Fig. 1: run 1, logic cells by family
(3 px per um)
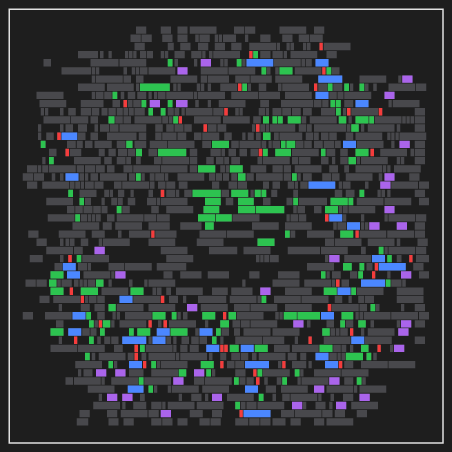
Fig. 2: run 1, the metal 2 layer
(2 px per um)
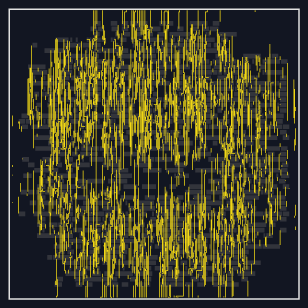
Fig. 3: run 1, a small window of the routed layout
Window x 52 to 92, y 81 to 121 um. Cells in grey, sequential cells in the stronger grey; small squares are vias.
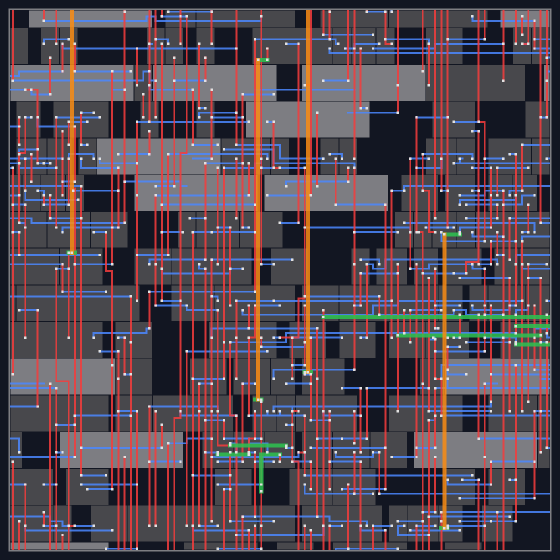
[config.mk]
export PLATFORM = sky130hd
export DESIGN_NAME = png_enc_top
export DESIGN_NICKNAME = d
export VERILOG_FILES = /design/src/rtl/png_enc_top.sv
export SDC_FILE = /design/constraint.sdc
export NUM_CORES = 1
export LEC_CHECK = 0
export CORE_MARGIN = 4
export CORE_UTILIZATION = 43
export CTS_CLUSTER_SIZE = 10
export DETAILED_ROUTE_END_ITERATION = 8
export PLACE_DENSITY = 0.69
export SLEW_MARGIN = 0
export SYNTH_ARGS = -nofsm -noshare
export SYNTH_HDL_FRONTEND = slang
export SYNTH_SLANG_ARGS = --single-unit
[constraint.sdc]
create_clock -name clk -period 2.09 [get_ports clk]
set_clock_uncertainty 0.05 [all_clocks]
set_input_delay 0.5225 -clock clk [delete_from_list [all_inputs] [get_ports clk]]
set_output_delay 0.5225 -clock clk [all_outputs]
set_load 0.03 [all_outputs]
[src/rtl/png_enc_top.sv]
// PNG encoder scanline datapath: filter-type word, per-lane Sub filter,
// registered LZ77 stage (pass-through), row counting and end-of-image pulse.

// One byte lane of the Sub filter: difference to the left neighbour, mod 256.
module png_sub_lane (
    input  logic [7:0] cur,
    input  logic [7:0] left,
    output logic [7:0] f
);
    assign f = cur - left;
endmodule

module png_enc_top #(
    parameter int SIZE_W_WD   = 12,
    parameter int SIZE_H_WD   = 12,
    parameter int DATA_PXL_WD = 32
) (
    input  logic                   clk,
    input  logic                   rstn,
    input  logic [SIZE_W_WD-1:0]   cfg_w_i,
    input  logic [SIZE_H_WD-1:0]   cfg_h_i,
    input  logic                   start_i,
    output logic                   done_o,
    input  logic                   val_i,
    input  logic [DATA_PXL_WD-1:0] dat_i,
    output logic                   val_o,
    output logic [DATA_PXL_WD-1:0] dat_o
);
    localparam int NUM_LANES = DATA_PXL_WD / 8;

    typedef enum logic {IDLE, RUN} state_t;

    state_t                 state, state_nxt;
    logic [SIZE_W_WD-1:0]   cfg_w, px_cnt;
    logic [SIZE_H_WD-1:0]   cfg_h, row_cnt, row_nxt;
    logic [DATA_PXL_WD-1:0] left_px, sub_dat, s1_dat;
    logic                   s1_last, out_last;
    // [0] filtered-word stage, [1] LZ77 output stage (drives val_o)
    logic [1:0]             vld_pipe;
    logic                   lz77_done_o;
    logic                   start_acc, acc, acc_last, row_end;

    assign start_acc = (state == IDLE) && start_i;
    // Pixels beyond the configured width are dropped here
    assign acc       = (state == RUN) && val_i && (px_cnt != cfg_w);
    assign acc_last  = acc && (px_cnt == cfg_w - 1'b1);
    // Last word of the row currently on the output
    assign row_end   = vld_pipe[1] && out_last;
    assign row_nxt   = row_cnt + 1'b1;
    assign val_o     = vld_pipe[1];

    genvar b;
    generate
        for (b = 0; b < NUM_LANES; b++) begin : g_lane
            png_sub_lane u_lane (
                .cur  (dat_i[b*8 +: 8]),
                .left (left_px[b*8 +: 8]),
                .f    (sub_dat[b*8 +: 8])
            );
        end
    endgenerate

    // State register
    always_ff @(posedge clk or negedge rstn) begin
        if (!rstn) state <= IDLE;
        else       state <= state_nxt;
    end

    // Next state: a row runs from accepted start until its done pulse
    always_comb begin
        state_nxt = state;
        case (state)
            IDLE: if (start_i)     state_nxt = RUN;
            RUN:  if (lz77_done_o) state_nxt = IDLE;
            default:               state_nxt = IDLE;
        endcase
    end

    // Row configuration and pixel counter
    always_ff @(posedge clk or negedge rstn) begin
        if (!rstn) begin
            cfg_w  <= '0;
            cfg_h  <= '0;
            px_cnt <= '0;
        end else if (start_acc) begin
            cfg_w  <= cfg_w_i;
            cfg_h  <= cfg_h_i;
            px_cnt <= '0;
        end else if (acc) begin
            px_cnt <= px_cnt + 1'b1;
        end
    end

    // Stage 1: Sub-filtered word; left neighbour restarts at zero each row
    always_ff @(posedge clk or negedge rstn) begin
        if (!rstn) begin
            vld_pipe[0] <= 1'b0;
            s1_last     <= 1'b0;
            s1_dat      <= '0;
            left_px     <= '0;
        end else begin
            vld_pipe[0] <= acc;
            s1_last     <= acc_last;
            if (start_acc) left_px <= '0;
            else if (acc)  left_px <= dat_i;
            if (acc)       s1_dat  <= sub_dat;
        end
    end

    // LZ77 stage (pass-through register); filter-type word goes out right after start
    always_ff @(posedge clk or negedge rstn) begin
        if (!rstn) begin
            vld_pipe[1] <= 1'b0;
            dat_o       <= '0;
            out_last    <= 1'b0;
        end else begin
            vld_pipe[1] <= vld_pipe[0] || start_acc;
            if (start_acc) begin
                dat_o    <= DATA_PXL_WD'(1);
                out_last <= (cfg_w_i == '0);
            end else if (vld_pipe[0]) begin
                dat_o    <= s1_dat;
                out_last <= s1_last;
            end
        end
    end

    // Row end pulses and row counter; wraps to zero on the image's last row
    always_ff @(posedge clk or negedge rstn) begin
        if (!rstn) begin
            lz77_done_o <= 1'b0;
            done_o      <= 1'b0;
            row_cnt     <= '0;
        end else begin
            lz77_done_o <= row_end;
            done_o      <= row_end && (row_nxt == cfg_h);
            if (row_end) row_cnt <= (row_nxt == cfg_h) ? '0 : row_nxt;
        end
    end
endmodule

==> qor.yml, run 1 <==
yosys:
  synth.cell_area_um2: 7961
  fp_nets: 940
  fa_ha_area_frac: 0.05878
  avgSynthCellArea_um2: 9.422
  synth_async_sr_flop_share: 1.000
  ys_cells: 845
  ys.flop_type: "dfrtp_1"
  synthTopCellsByCount: "152 x nand2_1, 151 x dfrtp_1, 60 x nor2_1"
  ys_seq_elements: 151
  ys_sh_aoi: 0.1229
timing:
  period_minus_slack_ps: 2209
  final_hold_viol_count: 0
  maxSlewViolCount: 0
  setup_viol: 22
  fin_ws_ps: -118.6
  slew-limit-headroom: 0.6583
drt:
  detail_route.iter0.violations: 386
  ant_nets: 0
  first_pass_iters: 5
power:
  power.leakage_nw: 5.286
  seq_power_share: 0.316
  power_frac_comb: 0.480
  pwr-share-clk: 0.204
  intPower_mw: 9.658
global_routing:
  grt_first_pass_wirelength_um: 32350
  grt.overflow.total: 0
  grt_pass1_vias: 6794
outcome:
  violations: "setup timing"
  run_status: "finished with violations"
setup_path:
  crit_type: "register to register"
  max_stage_delay_ps: 560
  startpoint: "cfg_w[0]$_DFFE_PN0P_"
  cp-endpoint: "s1_last$_DFF_PN0_"
  r2r-end: "s1_last$_DFF_PN0_"
  crit_buf_inv: 1
  cp-start-kind: "register"
  cp_slowest_cell: "or4_4"
  crit_chain: "inv_2 > ha_2 > nor3b_4 > xnor2_1 > nor3_2 > nand4b_1 > or4_4 > a2111oi_4"
  cp_num_cells: 8
min_path:
  worstHoldStart: "dat_i[16]"
  whs_path_depth: 3
floorplanning:
  initial_core_util: 0.4402
  die_x_um: 144.1
  io_pins: 94
clock_tree:
  cts_root_buffer: "clkbuf_16"
  cts.sinks: 151
  numCtsBuffers: 17
final_layout:
  area_growth_pct: 43.11
  drive_gt1_frac: 0.2397
  utilization: 0.6300
job:
  drv_cap: 0
Notes on Fig. 1 above:
colour	family	cells
green	aoi and oai cells	135
purple	mux cells	35
blue	fa/ha/maj cells	35
red	inv cells	48
Commonest Layout Cell: nand2_1
Final Non-Filler Cells: 1,276
logic share of the area: 0.3794

Notes on Fig. 2 above:
wire length on this layer	10,700 um
share of all routed wire	51%
longest straight run	55.2 um
main direction	vertical
DRT Wirelength: 20,820 um
met2 Usage GRT: 0.3368
routed via count: 6,757

Notes on Fig. 3 above:
colour	layer
green	M3
red	M2
blue	M1
orange	M4
sequential cells in the window	11
netlist names of flops here include	cfg_h (4), row_cnt (3), cfg_w (2)
cells with their middle in the window	124
most frequent	nand2_1 (21), buf_4 (20), dfrtp_1 (11)

run 1: area by class of cell:
type	instances	area, um2	area share
clock buffers	20	466.7	0.04096
clock inverters	8	125.1	0.01098
inverters	48	180.2	0.01581
multi-input cells	600	4323	0.3794
flip-flops and latches	151	3784	0.3321
well taps	229	286.5	0.02515
repair buffers	220	2228	0.1956
run 1: state kept, by name, summed over array words and instances, names as in the netlist:
register and cells:
done_o 1, s1_dat 32, vld_pipe 1, cfg_h 12, left_px 32, lz77_done_o 1
dat_o 32, px_cnt 12, val_o 1, s1_last 1, out_last 1, row_cnt 12
cfg_w 12, state 1
run 1: worst register-to-register path: stages, from the launching register on:
cell	delay, ps
dfrtp_1	400
inv_2	70
ha_2	190
nor3b_4	210
xnor2_1	110
nor3_2	130
nand4b_1	130
or4_4	560
a2111oi_4	270
run 1: through the flow:
step	power, mW	instance area, um2	TNS, ps	hold WS (ps)	setup WS [ps]
after global routing	16.50	11390	-6689	365.0	-216.8
after CTS	14.80	10760	-125.0	390.8	-77.29
after global placement	11.10	9920	-9573	371.8	-633.4
final	15.42	11390	-704.0	354.8	-118.6
after floorplan	8.727	7984	0	176.9	20.54
after detailed placement	11.29	9920	-10670	375.0	-656.7
run 1: cell usage in the layout, fill, tap and decap left out, drive strengths merged, types with 8 or more instances in the layout:
cell type,instances
nor3,22
clkdlybuf4s50,82
xor2,23
nand2,153
inv,46
nand4,12
nor2,61
mux2i,34
dlymetal6s2s,10
o221ai,8
o21a,9
clkbuf,25
nand3,30
dfrtp,151
o41ai,10
xnor2,39
o31ai,29
o21ai,63
ha,31
a21oi,11
buf,122
nor2b,11
run 1: cell families (layout without fill, tap and decap cells):
| family | count (synthesis) | count (layout) |
|---|---|---|
| compound gates | 148 | 148 |
| xor+xnor | 62 | 62 |
| fa+ha+maj | 35 | 35 |
| buf+inv | 94 | 296 |
| flops | 151 | 151 |
| mux | 35 | 35 |
| simple gates | 320 | 320 |
run 1: power groups by stage:
| stage | Clock (mW) | Combinational [mW] | Sequential (mW) |
|---|---|---|---|
| after floorplan | 0 | 3.45 | 5.28 |
| after global placement | 0 | 6.25 | 4.85 |
| after detailed placement | 0 | 6.41 | 4.89 |
| after CTS | 3.19 | 6.75 | 4.85 |
| after global routing | 3.32 | 8.17 | 5.01 |
| final | 3.14 | 7.41 | 4.87 |
run 1: routing by layer:
metal  share of wire  global-route usage  vias to the layer above
met2            0.51              0.3368                      117
met3           0.031             0.03274                       39
met5               0                   0                        -
li1                -                   -                     3273
met4           0.022             0.07929                        0
met1            0.43              0.2417                     3328
run 1: timing repair:
| item | 4_1_cts | 5_1_grt |
|---|---|---|
| setup buffers | 10 | 5 |
| hold buffers | 1 | 0 |
| hold endpoints to repair | 38 | 0 |
| gates cloned | 0 | 9 |
| pin swaps | 17 | 37 |
| gates resized | 34 | 100 |
| endpoints found under the setup margin | 44 | 92 |
==> run 2: changes to the inputs <==
HOLD_SLACK_MARGIN = 0.06   (was not set)
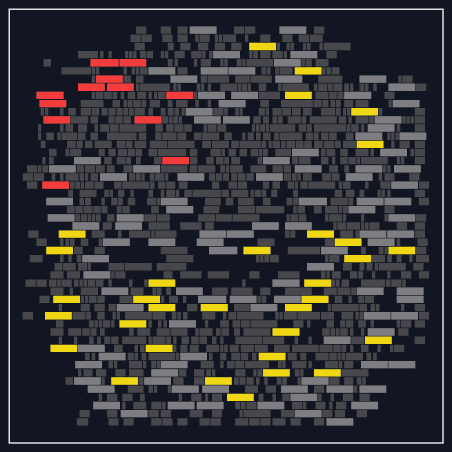
Fig. 4. Where the registers sit (run 2).
(3 px per um) Other sequential cells in the stronger grey, the rest of the logic in the fainter grey.
colour	signal	flops
yellow	left_px	32
red	cfg_w	12
not coloured	107
total sequential power: 4.87 mW
Seq/total area: 0.3321
Flop area: 3784 um2
Final Util: 0.6300

==> run 2 against run 1 <==
  * The run still ends with setup timing left
  * Maximum frequency did not move
  * Synthesized cell count did not move
  * Final area did not move
  * Register-to-register slack barely moved
  * Clock power barely moved
  * Critical endpoint unchanged
  * Global-route usage did not move
  * Hold slack did not move
  * Utilization did not move
  * Non-clock buffer count did not move
==> qor.yml, run 2 <==
yosys:
  edf_count: 0
  synth.cell_area_um2: 7961  # unchanged
  most_common_cell: "nand2_1"
  avgSynthCellArea_um2: 9.422  # unchanged
  yosysWarnings: 0
  fp_nets: 940  # unchanged
  ys_types: 58
  ys_area_um2: 7961
  top_area_cell: "dfrtp_1"
  ys_seq_elements: 151  # unchanged
  ys.flop_type: "dfrtp_1"
  synth_async_sr_flop_share: 1.000  # unchanged
  ys_cells: 845  # unchanged
  synthTopCellsByCount: "152 x nand2_1, 151 x dfrtp_1, 60 x nor2_1"
global_routing:
  grt.overflow.total: 0  # unchanged
  grt_first_pass_wirelength_um: 32350  # unchanged
  antenna_found_initial: 0
  grt_pass1_vias: 6794  # unchanged
setup_path:
  cp_slowest_cell: "or4_4"
  crit_fanout: 2
  path_delay_family: "simple AND/OR/NAND/NOR gates"
  cp-endpoint: "s1_last$_DFF_PN0_"
  r2r_start: "cfg_w[0]$_DFFE_PN0P_"
  crit_chain: "inv_2 > ha_2 > nor3b_4 > xnor2_1 > nor3_2 > nand4b_1 > or4_4 > a2111oi_4"
  cp_num_cells: 8  # unchanged
  cp.arrival_ps: 2480
  crit_buf_inv: 1  # unchanged
  max_stage_delay_ps: 560  # about the same
  crit_type: "register to register"
  startpoint: "cfg_w[0]$_DFFE_PN0P_"
  cp-end-kind: "register"
  r2r-end: "s1_last$_DFF_PN0_"
  cp-start-kind: "register"
placed_design:
  pre_cts_ws_ps: -656.7  # unchanged
  place_inst: 1223
final_layout:
  final_nets: 1133
  reg_top3: "dat_o x32, left_px x32, s1_dat x32"
  area_growth_pct: 43.11  # unchanged
  fill_cells: 1446
  mostFrequentLayoutCells: "151 x nand2_1, 147 x dfrtp_1, 100 x buf_4"
  lay_top_count: "nand2_1"
  final-comb-area_um2: 4323  # unchanged
  drive_gt1_frac: 0.2397  # unchanged
  finalNonFillerCells: 1276  # unchanged
timing:
  final_hold_viol_count: 0  # unchanged
  tightest_slew_ps: 512.6
  maxSlewViolCount: 0  # unchanged
  fmax_ghz: 0.4528
  period_minus_slack_ps: 2209  # unchanged
  slew-limit-headroom: 0.6583  # unchanged
  finalCritPeriodShare: 1.057
  fin_ws_ps: -118.6  # unchanged
  setup_viol: 22  # unchanged
floorplanning:
  die_x_um: 144.1  # unchanged
  initial_core_util: 0.4402  # unchanged
  io_pins: 94  # unchanged
  coreArea_um2: 18090
  rows: 49
clock_tree:
  cts_root_buffer: "clkbuf_16"
  cts_tree: "yes"
  clk-insertion-delay-late_ps: 430
  h-tree-depth: 4
  numCtsBuffers: 17  # unchanged
  cts.sinks: 151  # unchanged
job:
  drv_cap: 0  # unchanged
power:
  power_switching_mw: 5.761
  power.leakage_nw: 5.286  # unchanged
  intPower_mw: 9.658  # unchanged
  cellPowerDensity_nw_per_um2: 1353
  pwr-share-clk: 0.204  # about the same
  power_frac_comb: 0.480  # about the same
  seq_power_share: 0.316  # about the same
drt:
  vias_per_cell: 5.295
  ant_nets: 0  # unchanged
  detail_route.iter0.violations: 386  # unchanged
  vias: 6757  # unchanged
  first_pass_iters: 5  # unchanged
  wirelength_um: 20820  # unchanged
outcome:
  violations: "setup timing"
  run_status: "finished with violations"
[run 2: cell counts after synthesis]
Identical to the previous run, type by type.
[run 2: worst register-to-register path: stages, from the launching register on]
cell and delay (ps):
dfrtp_1 400, inv_2 70, ha_2 190, nor3b_4 210, xnor2_1 110, nor3_2 130, nand4b_1 130, or4_4 560
a2111oi_4 270
[run 2: stage by stage]
| stage | hold slack [ps] | power, mW | TNS [ps] | utilization | cell area (um2) |
|---|---|---|---|---|---|
| after floorplan | 176.9 | 8.727 | 0 | - | 7984 |
| after global placement | 371.8 | 11.10 | -9573 | 0.5485 | 9920 |
| after detailed placement | 375.0 | 11.29 | -10670 | 0.5485 | 9920 |
| after CTS | 390.8 | 14.80 | -125.0 | 0.5950 | 10760 |
| after global routing | 365.0 | 16.50 | -6689 | 0.6300 | 11390 |
| final | 354.8 | 15.42 | -704.0 | 0.6300 | 11390 |
[run 2: metal layers]
layer | GRT usage | part of all wire
met2 | 0.3368 | 0.51
met4 | 0.07929 | 0.022
met1 | 0.2417 | 0.43
met3 | 0.03274 | 0.031
met5 | 0 | 0
[run 2: repair_timing]
action	4_1_cts	5_1_grt
gates cloned	0	9
endpoints found under the hold margin	38	0
pin swaps	17	37
endpoints found under the setup margin	44	92
hold buffers	1	0
gates resized	34	100
buffers inserted	10	5
[run 2: cell type report]
type,count,area share
clock inverter,8,0.01098
clock buffer,20,0.04096
inverter,48,0.01581
timing repair buffer,220,0.1956
sequential,151,0.3321
tap,229,0.02515
multi-input combinational,600,0.3794
[run 2: power by group through the flow]
stage | combinational, mW | clock (mW) | sequential, mW
3_5_place_dp | 6.41 | 0 | 4.89
5_1_grt | 8.17 | 3.32 | 5.01
6_report | 7.41 | 3.14 | 4.87
3_3_place_gp | 6.25 | 0 | 4.85
2_1_floorplan | 3.45 | 0 | 5.28
4_1_cts | 6.75 | 3.19 | 4.85
[run 2: cell families (layout without fill, tap and decap cells)]
logic type / count (synthesis) / count (layout) / synth area share
buf+inv: 94 / 296 / 0.04825
flops: 151 / 151 / 0.4746
simple gates: 320 / 320 / 0.1821
mux: 35 / 35 / 0.04416
fa+ha+maj: 35 / 35 / 0.05878
compound gates: 148 / 148 / 0.1229
xor+xnor: 62 / 62 / 0.06915
[run 2: how the worst min path moves through the flow]
stage          depth (start not counted)                      end  slack [ps]                  start
6_report                               3  left_px[16]$_DFFE_PN0P_         350              dat_i[16]
5_1_grt                                3  left_px[24]$_DFFE_PN0P_         370              dat_i[24]
4_1_cts                                1          state$_DFF_PN0_         390  lz77_done_o$_DFF_PN0_
3_5_place_dp                           1          state$_DFF_PN0_         380  lz77_done_o$_DFF_PN0_
3_3_place_gp                           1          state$_DFF_PN0_         370  lz77_done_o$_DFF_PN0_
2_1_floorplan                          0     cfg_h[0]$_DFFE_PN0P_         180                   rstn
Power is estimated from default activity; no workload was simulated.
